$ cat config.mk
export PLATFORM = sky130hd
export DESIGN_NAME = nanov_spi_fetch_flat
export DESIGN_NICKNAME = d
export VERILOG_FILES = /design/src/rtl/nanov_spi_fetch_if.sv /design/src/rtl/nanov_spi_fetch.sv /design/src/flat_wrapper.sv
export SDC_FILE = /design/constraint.sdc
export NUM_CORES = 1
export LEC_CHECK = 0
export ABC_AREA = 0
export CAP_MARGIN = 5
export CORE_MARGIN = 1.5
export CORE_UTILIZATION = 55
export DETAILED_ROUTE_END_ITERATION = 10
export PLACE_DENSITY = 0.92
export SLEW_MARGIN = 10
export SYNTH_ARGS = -nofsm -noshare
export SYNTH_HDL_FRONTEND = slang
export SYNTH_SLANG_ARGS = --single-unit
$ cat constraint.sdc
create_clock -name clk -period 4.2 [get_ports clk]
set_input_delay 0.42 -clock clk [delete_from_list [all_inputs] [get_ports clk]]
set_output_delay 0.42 -clock clk [all_outputs]
set_load 0.01 [all_outputs]
$ cat src/rtl/nanov_spi_fetch_if.sv
`default_nettype none
// ============================================================================
// Module   : nanov_spi_fetch_if
// Purpose  : SPI flash pins plus the instruction valid/ready and jump bus
//            between the nanoV fetcher (master) and core/flash (slave).
// Revision : 1.0 - initial release
// ============================================================================
interface nanov_spi_fetch_if;
  logic        spi_select;
  logic        spi_clk_out;
  logic        spi_mosi;
  logic        spi_miso;
  logic [31:0] instr;
  logic        instr_valid;
  logic        instr_ready;
  logic [23:0] pc;
  logic        jump_en;
  logic [23:0] jump_addr;

  modport master (
    output spi_select, spi_clk_out, spi_mosi,
    input  spi_miso,
    output instr, instr_valid, pc,
    input  instr_ready, jump_en, jump_addr
  );

  modport slave (
    input  spi_select, spi_clk_out, spi_mosi,
    output spi_miso,
    input  instr, instr_valid, pc,
    output instr_ready, jump_en, jump_addr
  );
endinterface
`default_nettype wire

$ cat src/rtl/nanov_spi_fetch.sv
`default_nettype none
// ============================================================================
// Module   : nanov_spi_fetch
// Purpose  : SPI flash READ instruction streamer; assembles little-endian
//            32-bit words for the nanoV core. Define NANOV_FETCH_PREFETCH_EN
//            to add a one-word holding buffer behind instr.
// Revision : 1.0 - initial release
// ============================================================================
module nanov_spi_fetch #(
  parameter logic [7:0]  READ_CMD       = 8'h03,
  parameter logic [23:0] RESET_ADDR     = 24'h000000,
  parameter int unsigned CS_HIGH_CYCLES = 2
) (
  input  logic              clk,
  input  logic              rstn,
  nanov_spi_fetch_if.master fetch_bus
);

  localparam int unsigned           c_CS_W    = (CS_HIGH_CYCLES > 1) ? $clog2(CS_HIGH_CYCLES) : 1;
  localparam logic [c_CS_W-1:0]     c_CS_LAST = c_CS_W'(CS_HIGH_CYCLES - 1);

  localparam logic [2:0] c_ST_DESELECT = 3'd0;
  localparam logic [2:0] c_ST_CMD      = 3'd1;
  localparam logic [2:0] c_ST_ADDR     = 3'd2;
  localparam logic [2:0] c_ST_DATA     = 3'd3;
  localparam logic [2:0] c_ST_STALL    = 3'd4;

  logic [2:0]        r_state;
  logic              r_phase;
  logic [4:0]        r_bitcnt;
  logic [c_CS_W-1:0] r_cs_cnt;
  logic [31:0]       r_tx;
  logic [31:0]       r_shift;
  logic [31:0]       r_instr;
  logic [23:0]       r_pc;
  logic [23:0]       r_fetch_addr;
  logic              r_valid;
`ifdef NANOV_FETCH_PREFETCH_EN
  logic [31:0]       r_buf;
  logic [23:0]       r_buf_pc;
  logic              r_buf_valid;
`endif

  logic        w_shifting;
  logic        w_word_done;
  logic        w_consume;
  logic        w_space;
  logic        w_push;
  logic [31:0] w_raw;
  logic [31:0] w_word;
  logic [23:0] w_jump_addr;

  assign w_shifting  = (r_state == c_ST_CMD) || (r_state == c_ST_ADDR) || (r_state == c_ST_DATA);
  // A stalled word sits complete in r_shift; otherwise the last bit comes straight off MISO.
  assign w_word_done = ((r_state == c_ST_DATA) && r_phase && (r_bitcnt == 5'd31)) || (r_state == c_ST_STALL);
  assign w_raw       = (r_state == c_ST_STALL) ? r_shift : {r_shift[30:0], fetch_bus.spi_miso};
  assign w_word      = {w_raw[7:0], w_raw[15:8], w_raw[23:16], w_raw[31:24]};
  assign w_consume   = r_valid & fetch_bus.instr_ready;
`ifdef NANOV_FETCH_PREFETCH_EN
  assign w_space     = !r_buf_valid || w_consume;
`else
  assign w_space     = !r_valid || w_consume;
`endif
  assign w_push      = w_word_done & w_space;
  assign w_jump_addr = fetch_bus.jump_addr & ~24'h3;

  assign fetch_bus.spi_select  = (r_state == c_ST_DESELECT);
  assign fetch_bus.spi_clk_out = w_shifting & r_phase;
  assign fetch_bus.spi_mosi    = ((r_state == c_ST_CMD) || (r_state == c_ST_ADDR)) & r_tx[31];
  assign fetch_bus.instr       = r_instr;
  assign fetch_bus.instr_valid = r_valid;
  assign fetch_bus.pc          = r_pc;

  always_ff @(posedge clk) begin
    if (rstn || fetch_bus.jump_en) begin
      r_state  <= c_ST_DESELECT;
      r_phase  <= 1'b0;
      r_bitcnt <= 5'd0;
      r_cs_cnt <= '0;
      r_tx     <= 32'd0;
      r_shift  <= 32'd0;
    end else begin
      case (r_state)
        c_ST_DESELECT: begin
          if (r_cs_cnt == c_CS_LAST) begin
            r_state  <= c_ST_CMD;
            r_tx     <= {READ_CMD, r_fetch_addr};
            r_phase  <= 1'b0;
            r_bitcnt <= 5'd0;
          end else begin
            r_cs_cnt <= r_cs_cnt + c_CS_W'(1);
          end
        end
        c_ST_CMD, c_ST_ADDR, c_ST_DATA: begin
          r_phase <= ~r_phase;
          if (r_phase) begin
            r_tx     <= {r_tx[30:0], 1'b0};
            r_shift  <= {r_shift[30:0], fetch_bus.spi_miso};
            r_bitcnt <= r_bitcnt + 5'd1;
            if ((r_state == c_ST_CMD) && (r_bitcnt == 5'd7)) begin
              r_state  <= c_ST_ADDR;
              r_bitcnt <= 5'd0;
            end
            if ((r_state == c_ST_ADDR) && (r_bitcnt == 5'd23)) begin
              r_state  <= c_ST_DATA;
              r_bitcnt <= 5'd0;
            end
            if ((r_state == c_ST_DATA) && (r_bitcnt == 5'd31) && !w_space) begin
              r_state <= c_ST_STALL;
            end
          end
        end
        c_ST_STALL: begin
          if (w_space) begin
            r_state <= c_ST_DATA;
          end
        end
        default: r_state <= c_ST_DESELECT;
      endcase
    end
  end

  always_ff @(posedge clk) begin
    if (rstn) begin
      r_instr      <= 32'd0;
      r_pc         <= RESET_ADDR;
      r_valid      <= 1'b0;
      r_fetch_addr <= RESET_ADDR;
`ifdef NANOV_FETCH_PREFETCH_EN
      r_buf        <= 32'd0;
      r_buf_pc     <= RESET_ADDR;
      r_buf_valid  <= 1'b0;
`endif
    end else if (fetch_bus.jump_en) begin
      r_valid      <= 1'b0;
      r_fetch_addr <= w_jump_addr;
`ifdef NANOV_FETCH_PREFETCH_EN
      r_buf_valid  <= 1'b0;
`endif
    end else begin
      if (w_push) begin
        r_fetch_addr <= r_fetch_addr + 24'd4;
      end
`ifdef NANOV_FETCH_PREFETCH_EN
      // instr is the queue head, r_buf the tail; a consume shifts the tail forward.
      if (w_consume) begin
        if (r_buf_valid) begin
          r_instr     <= r_buf;
          r_pc        <= r_buf_pc;
          r_buf_valid <= w_push;
          if (w_push) begin
            r_buf    <= w_word;
            r_buf_pc <= r_fetch_addr;
          end
        end else if (w_push) begin
          r_instr <= w_word;
          r_pc    <= r_fetch_addr;
        end else begin
          r_valid <= 1'b0;
        end
      end else if (w_push) begin
        if (!r_valid) begin
          r_instr <= w_word;
          r_pc    <= r_fetch_addr;
          r_valid <= 1'b1;
        end else begin
          r_buf       <= w_word;
          r_buf_pc    <= r_fetch_addr;
          r_buf_valid <= 1'b1;
        end
      end
`else
      if (w_push) begin
        r_instr <= w_word;
        r_pc    <= r_fetch_addr;
        r_valid <= 1'b1;
      end else if (w_consume) begin
        r_valid <= 1'b0;
      end
`endif
    end
  end

endmodule
`default_nettype wire

$ cat src/flat_wrapper.sv
// flat-port wrapper written by rule: the top's interface ports become plain ports
module nanov_spi_fetch_flat 
#(
  parameter logic [7:0]  READ_CMD       = 8'h03,
  parameter logic [23:0] RESET_ADDR     = 24'h000000,
  parameter int unsigned CS_HIGH_CYCLES = 2
)
  (clk, rstn, fetch_bus_spi_select, fetch_bus_spi_clk_out, fetch_bus_spi_mosi, fetch_bus_spi_miso, fetch_bus_instr, fetch_bus_instr_valid, fetch_bus_pc, fetch_bus_instr_ready, fetch_bus_jump_en, fetch_bus_jump_addr);
  nanov_spi_fetch_if fetch_bus_i ();
  input  logic clk;
  input  logic rstn;
  output wire logic [$bits(fetch_bus_i.spi_select)-1:0] fetch_bus_spi_select;
  output wire logic [$bits(fetch_bus_i.spi_clk_out)-1:0] fetch_bus_spi_clk_out;
  output wire logic [$bits(fetch_bus_i.spi_mosi)-1:0] fetch_bus_spi_mosi;
  input wire logic [$bits(fetch_bus_i.spi_miso)-1:0] fetch_bus_spi_miso;
  output wire logic [$bits(fetch_bus_i.instr)-1:0] fetch_bus_instr;
  output wire logic [$bits(fetch_bus_i.instr_valid)-1:0] fetch_bus_instr_valid;
  output wire logic [$bits(fetch_bus_i.pc)-1:0] fetch_bus_pc;
  input wire logic [$bits(fetch_bus_i.instr_ready)-1:0] fetch_bus_instr_ready;
  input wire logic [$bits(fetch_bus_i.jump_en)-1:0] fetch_bus_jump_en;
  input wire logic [$bits(fetch_bus_i.jump_addr)-1:0] fetch_bus_jump_addr;
  assign fetch_bus_spi_select = fetch_bus_i.spi_select;
  assign fetch_bus_spi_clk_out = fetch_bus_i.spi_clk_out;
  assign fetch_bus_spi_mosi = fetch_bus_i.spi_mosi;
  assign fetch_bus_i.spi_miso = fetch_bus_spi_miso;
  assign fetch_bus_instr = fetch_bus_i.instr;
  assign fetch_bus_instr_valid = fetch_bus_i.instr_valid;
  assign fetch_bus_pc = fetch_bus_i.pc;
  assign fetch_bus_i.instr_ready = fetch_bus_instr_ready;
  assign fetch_bus_i.jump_en = fetch_bus_jump_en;
  assign fetch_bus_i.jump_addr = fetch_bus_jump_addr;
  nanov_spi_fetch #(.READ_CMD(READ_CMD), .RESET_ADDR(RESET_ADDR), .CS_HIGH_CYCLES(CS_HIGH_CYCLES)) u_core (.clk(clk), .rstn(rstn), .fetch_bus(fetch_bus_i));
endmodule
### Sequential cells colored by netlist name, run 1

Scale bar: 20 microns.
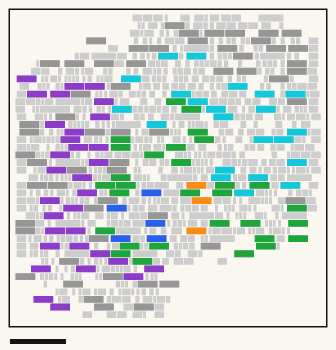
legend:
  `u_core.r_bitcnt`:
    color: blue
    flops: 5
  `u_core.r_tx`:
    color: green
    flops: 30
  `u_core.r_fetch_addr`:
    color: cyan
    flops: 22
  `u_core.r_state`:
    color: orange
    flops: 3
  `u_core.r_shift`:
    color: purple
    flops: 32
not colored: 57
flop share of the area: 37.3%
Flop area: 2980 sq um
post-layout util: 67.1%

### Placed standard cells, run 1

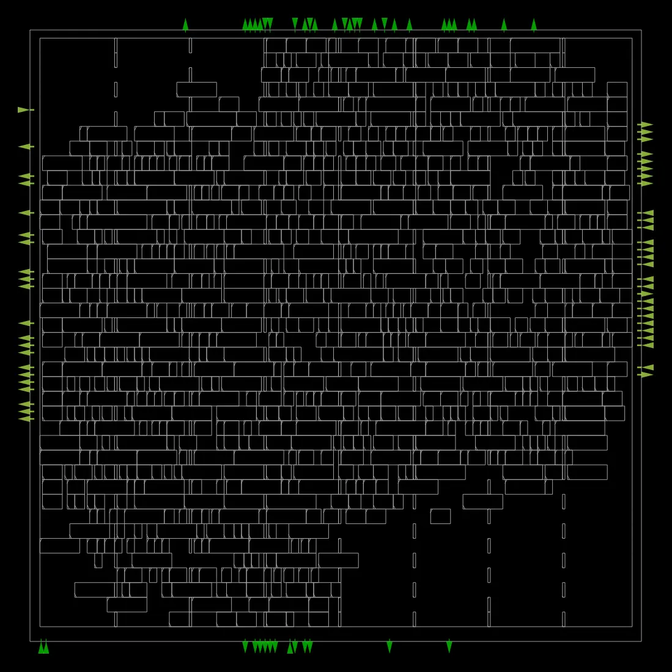
Filler Cell Count: 934
core footprint: 11900 sq um

==> out/summary.txt, run 1 <==
tap cells -> 147
Critical Path RT -> 3.78 ns
CTS tree -> yes
Crit-path slowest cell -> dfxtp_1
Buffers on Ports -> 84
CP Depth -> 4
initial antenna violation count -> 0
Largest area class, layout -> logic gates
worst path bufs/invs -> 2
TritonCTS Buffers -> 17
Syn-to-layout area delta -> 20.0%
Die H -> 113 microns
Synth async-reset ratio -> 0%
Crit path arrival time -> 2.43 ns
setup TNS -> 0 ns
Hold WS -> 0.462 ns
startpoint types -> flop
Seq/Total Area, Yosys -> 44.8%
biggest area cells -> dfxtp_1 (45%), nand2_1 (11%), a311oi_1 (8.5%)
hpwl dp -> 10300 microns
Max FO, Critical Path -> 24
outcome -> finished clean
fin crit share -> 67.8%
predominant post-synthesis flop cell -> dfxtp_1
Synth cell types -> 50
Final Skew -> 0.00647 ns
CTS Buffer Depth -> 2
Hold WC Path Type -> flop to flop
Worst slew margin -> 38.1%
number of clock-tree buffers in the layout -> 19
### Placement density heat map, run 1

The die is cut into 11 by 11 equal tiles; white is low, dark blue is high, 0 to 100% covered.
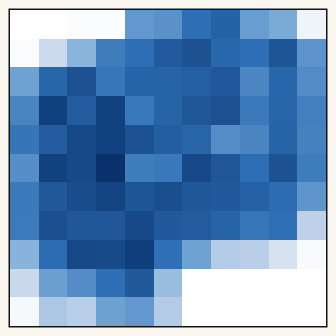
tiles over 75% full: 46%
mean over tiles: 61%
emptiest ninth of the die: lower right
nearly empty tiles: 9.9%
fullest tile: 99%
fp util: 55.9%

-- run 1: where the power goes --
part | switching [W] | leakage (nW) | internal, W | total [W]
Sequential | 0.0000539 | 1.21 | 0.00145 | 0.00151
Clock | 0.000576 | 0.258 | 0.000798 | 0.00137
Combinational | 0.000178 | 0.999 | 0.000102 | 0.000280
-- run 1: flip-flops by register name, indices dropped and copies added, names as in the netlist --
register,flops
u_core.fetch_bus.instr,32
u_core.r_phase,1
u_core.fetch_bus.pc,22
u_core.r_tx,30
u_core.r_state,3
u_core.r_fetch_addr,22
u_core.r_cs_cnt,1
u_core.fetch_bus.instr_valid,1
u_core.r_shift,32
u_core.r_bitcnt,5
### Metal 3, run 1

Scale bar: 20 microns.
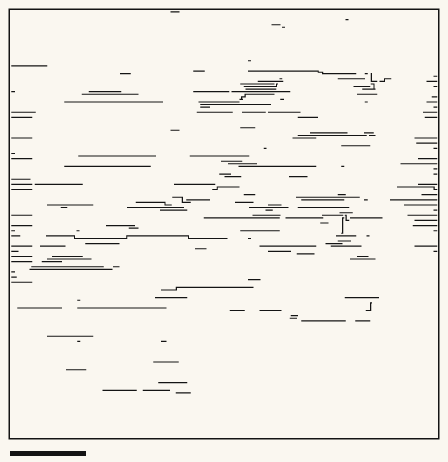

--- run 2 (diff from run 1) ---
- CORE_UTILIZATION: 55 -> 50
- PLACE_DENSITY: 0.92 -> 0.88
- clock period: 4.2 -> 2.3 ns (I/O delays scaled with it)
### Metal 3, run 2

Scale bar: 20 microns.
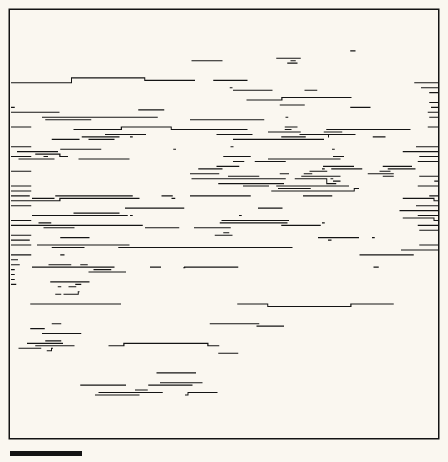
nets with wire on the layer: 126
main direction: horizontal
share of all routed wire: 9.0%
longest straight run: 47.8 microns
wire length on this layer: 1660 microns
DR vias: 6746
final WL: 18500 microns
met3 Track Usage GR: 6.76%

### Placed cells, one color a class, run 2

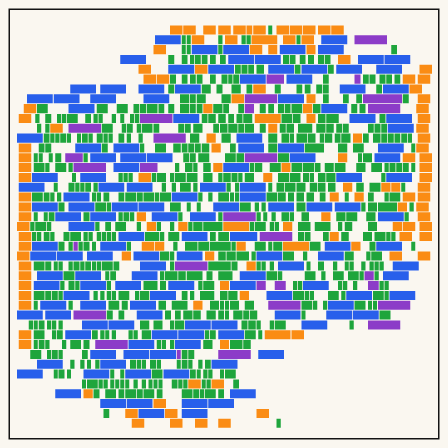
legend:
  flops:
    color: blue
    cells: 149
    share_of_their_area: 37%
  combinational and other logic:
    color: green
    cells: 619
    share_of_their_area: 42%
  other buffers and delay cells:
    color: orange
    cells: 127
    share_of_their_area: 15%
  clock drivers and dummy loads:
    color: purple
    cells: 29
    share_of_their_area: 6.7%
Finished Cell Area: 8370 sq um
row cnt: 41
core footprint: 12800 sq um

### Sequential cells colored by netlist name, run 2

Scale bar: 20 microns.
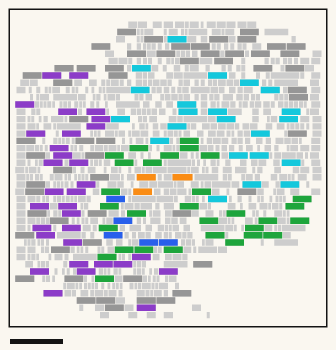
legend:
  `u_core.r_state`:
    color: orange
    flops: 3
  `u_core.r_bitcnt`:
    color: blue
    flops: 5
  `u_core.r_shift`:
    color: purple
    flops: 32
  `u_core.r_fetch_addr`:
    color: cyan
    flops: 22
  `u_core.r_tx`:
    color: green
    flops: 30
not colored: 57
flop share of the area: 35.6%
sequential cell power: 0.00273 W
post-layout util: 65.3%
Flop area: 2980 sq um

==> run 2 against run 1 <==
  * Wire length rose by 5.4%
  * Flip-flop count unchanged
  * First-iteration DRC count up 12%
  * Critical path depth up 3
  * Synthesized cell count unchanged
  * Critical path type is now flop to flop
  * Clock skew increased by 0.0029 ns
  * Highest routed layer unchanged
  * Clock-buffer cell count up 3
  * Via count increased by 2.2%
  * Cell area grew 4.8%
  * Area after synthesis unchanged
==> out/summary.txt, run 2 <==
Synth cell types -> 50
hpwl dp -> 11300 microns
tap cells -> 172
fin crit share -> 95.8%
Crit-path slowest cell -> or4_1
Switching Share -> 25.2%
CTS tree -> yes
CP Depth -> 7
predominant post-synthesis flop cell -> dfxtp_1
number of clock-tree buffers in the layout -> 22
Die H -> 118 microns
Hold WC Path Type -> primary input to flop
P_int -> 0.00445 W
initial antenna violation count -> 0
Syn-to-layout area delta -> 25.7%
Comb pwr share -> 10.1%
Max FO, Critical Path -> 6
Largest area class, layout -> logic gates
Hold WS -> 0.323 ns
outcome -> finished clean
## run 2: cell counts after synthesis
No cell type changed its count.
## run 2: cell families (layout without fill, tap and decap cells)
family	after synthesis	count (layout)
flops	149	149
mux	1	1
xor+xnor	1	1
buf+inv	93	164
other cells	1	2
compound gates	234	236
simple gates	368	368
fa+ha+maj	3	3
## run 2: power by group through the flow
stage,sequential [W],clock (W),combinational [W]
final,0.00273,0.00262,0.000600
after global routing,0.00274,0.00275,0.000656
after CTS,0.00272,0.00264,0.000588
after detailed placement,0.00278,0,0.000585
after global placement,0.00278,0,0.000568
after floorplan,0.00276,0,0.000396
## run 2: metal layers
metal  up-vias  routed length [microns]
met3        35                     1660
met4         0                      313
met1      3191                     7730
met2       330                     8790
li1       3190                        -
met5         -                        0
### Placed standard cells, run 2

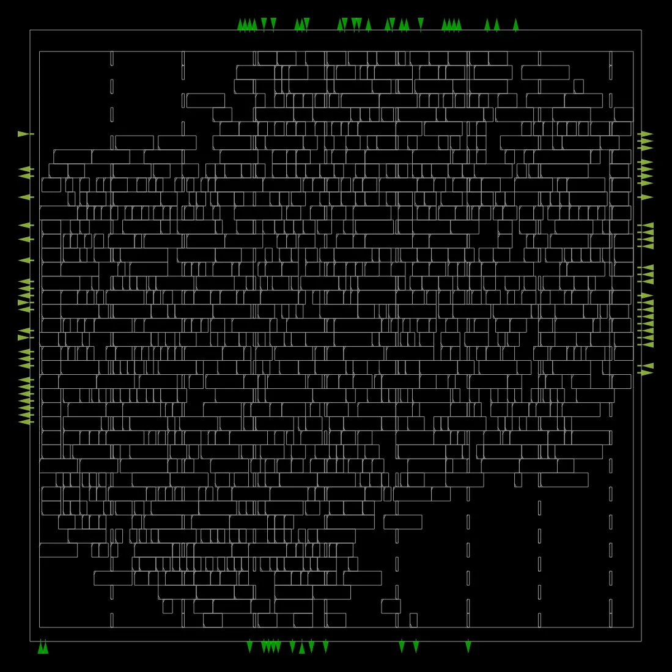

--- run 3 (diff from run 2) ---
- CORE_MARGIN: 1.5 -> not set
- CTS_BUF_LIST: not set -> sky130_fd_sc_hd__clkbuf_4 sky130_fd_sc_hd__clkbuf_8 sky130_fd_sc_hd__clkbuf_16
### Placed standard cells, run 3

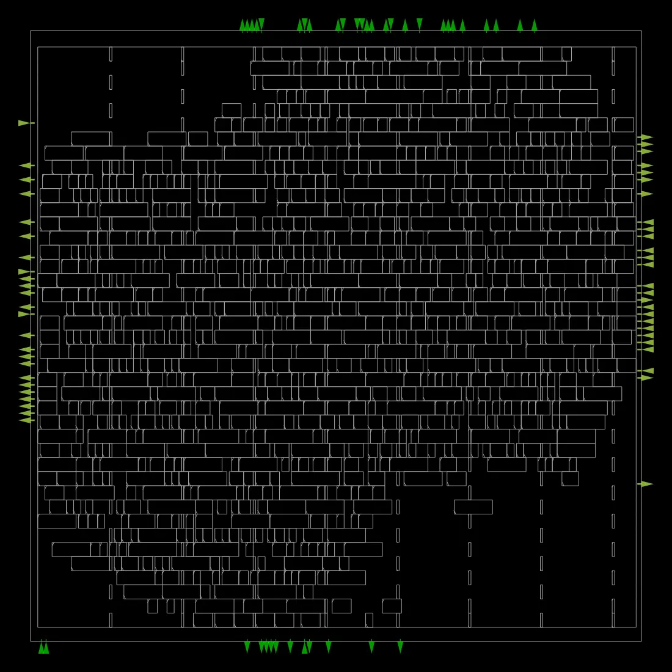
Filler Cell Count: 1015
flop share of the area: 35.4%
non-filler cells, final: 1101
tap cells: 172

### Placed cells, one color a class, run 3

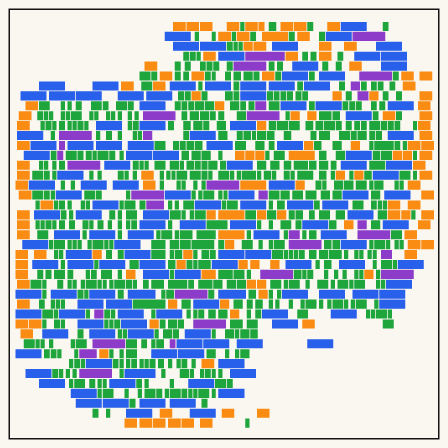
legend:
  combinational and other logic:
    color: green
    cells: 618
    share_of_their_area: 42%
  other buffers and delay cells:
    color: orange
    cells: 130
    share_of_their_area: 15%
  flops:
    color: blue
    cells: 149
    share_of_their_area: 36%
  clock drivers and dummy loads:
    color: purple
    cells: 32
    share_of_their_area: 6.9%
Finished Cell Area: 8440 sq um
post-layout util: 65.8%

==> run 3 against run 2 <==
  * Critical path depth grew 1
  * Non-clock buffer count is 3 higher
  * Highest routed layer unchanged
  * Core utilization rose by 0.51 points
==> out/summary.txt, run 3 <==
worst path bufs/invs -> 1
Net Switching -> 0.00155 W
met3 wire len -> 1640 microns
Worst slew margin -> 45.7%
Seq/Total Area, Yosys -> 44.8%
TritonCTS Buffers -> 17
number of clock-tree buffers in the layout -> 21
row cnt -> 41
Switching Share -> 25.9%
Flop area -> 2990 sq um
Hold WC Path Type -> primary input to flop
initial antenna violation count -> 0
Met1 Routed Length -> 7740 microns
Final Skew -> 0.00795 ns
outcome -> finished clean
Comb pwr share -> 9.8%
Die H -> 117 microns
CTS tree -> yes
Max Used Layer -> met4
clk pwr -> 0.00268 W
### Metal 3, run 3

Scale bar: 20 microns.
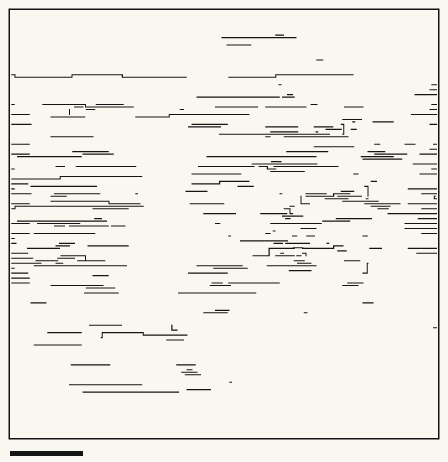
longest straight run: 35.2 microns
wire length on this layer: 1640 microns
nets with wire on the layer: 151
met3 Track Usage GR: 6.61%
final WL: 18800 microns
DR vias: 6813

## run 3: cell counts after synthesis
No cell type changed its count.
## run 3: stage by stage
step | total power [W] | hold WS, ns | worst slack, ns | instance area [sq um]
CTS | 0.00598 | 0.325 | 0.00454 | 8330
global placement | 0.00333 | 0.448 | 0.0980 | 7750
finish | 0.00600 | 0.332 | 0.0621 | 8440
global route | 0.00618 | 0.355 | -0.0159 | 8440
detailed placement | 0.00335 | 0.459 | -0.00188 | 7750
floorplan | 0.00315 | 0.366 | 0.228 | 6660
## run 3: cells by family after synthesis
kind of cell / Yosys count
AND-OR/OR-AND: 234
buffers and inverters: 93
AND/OR/NAND/NOR: 368
multiplexers: 1
flip-flops: 149
other: 1
adder cells (fa/ha/maj): 3
XOR/XNOR: 1
Power is estimated from default activity; no workload was simulated.
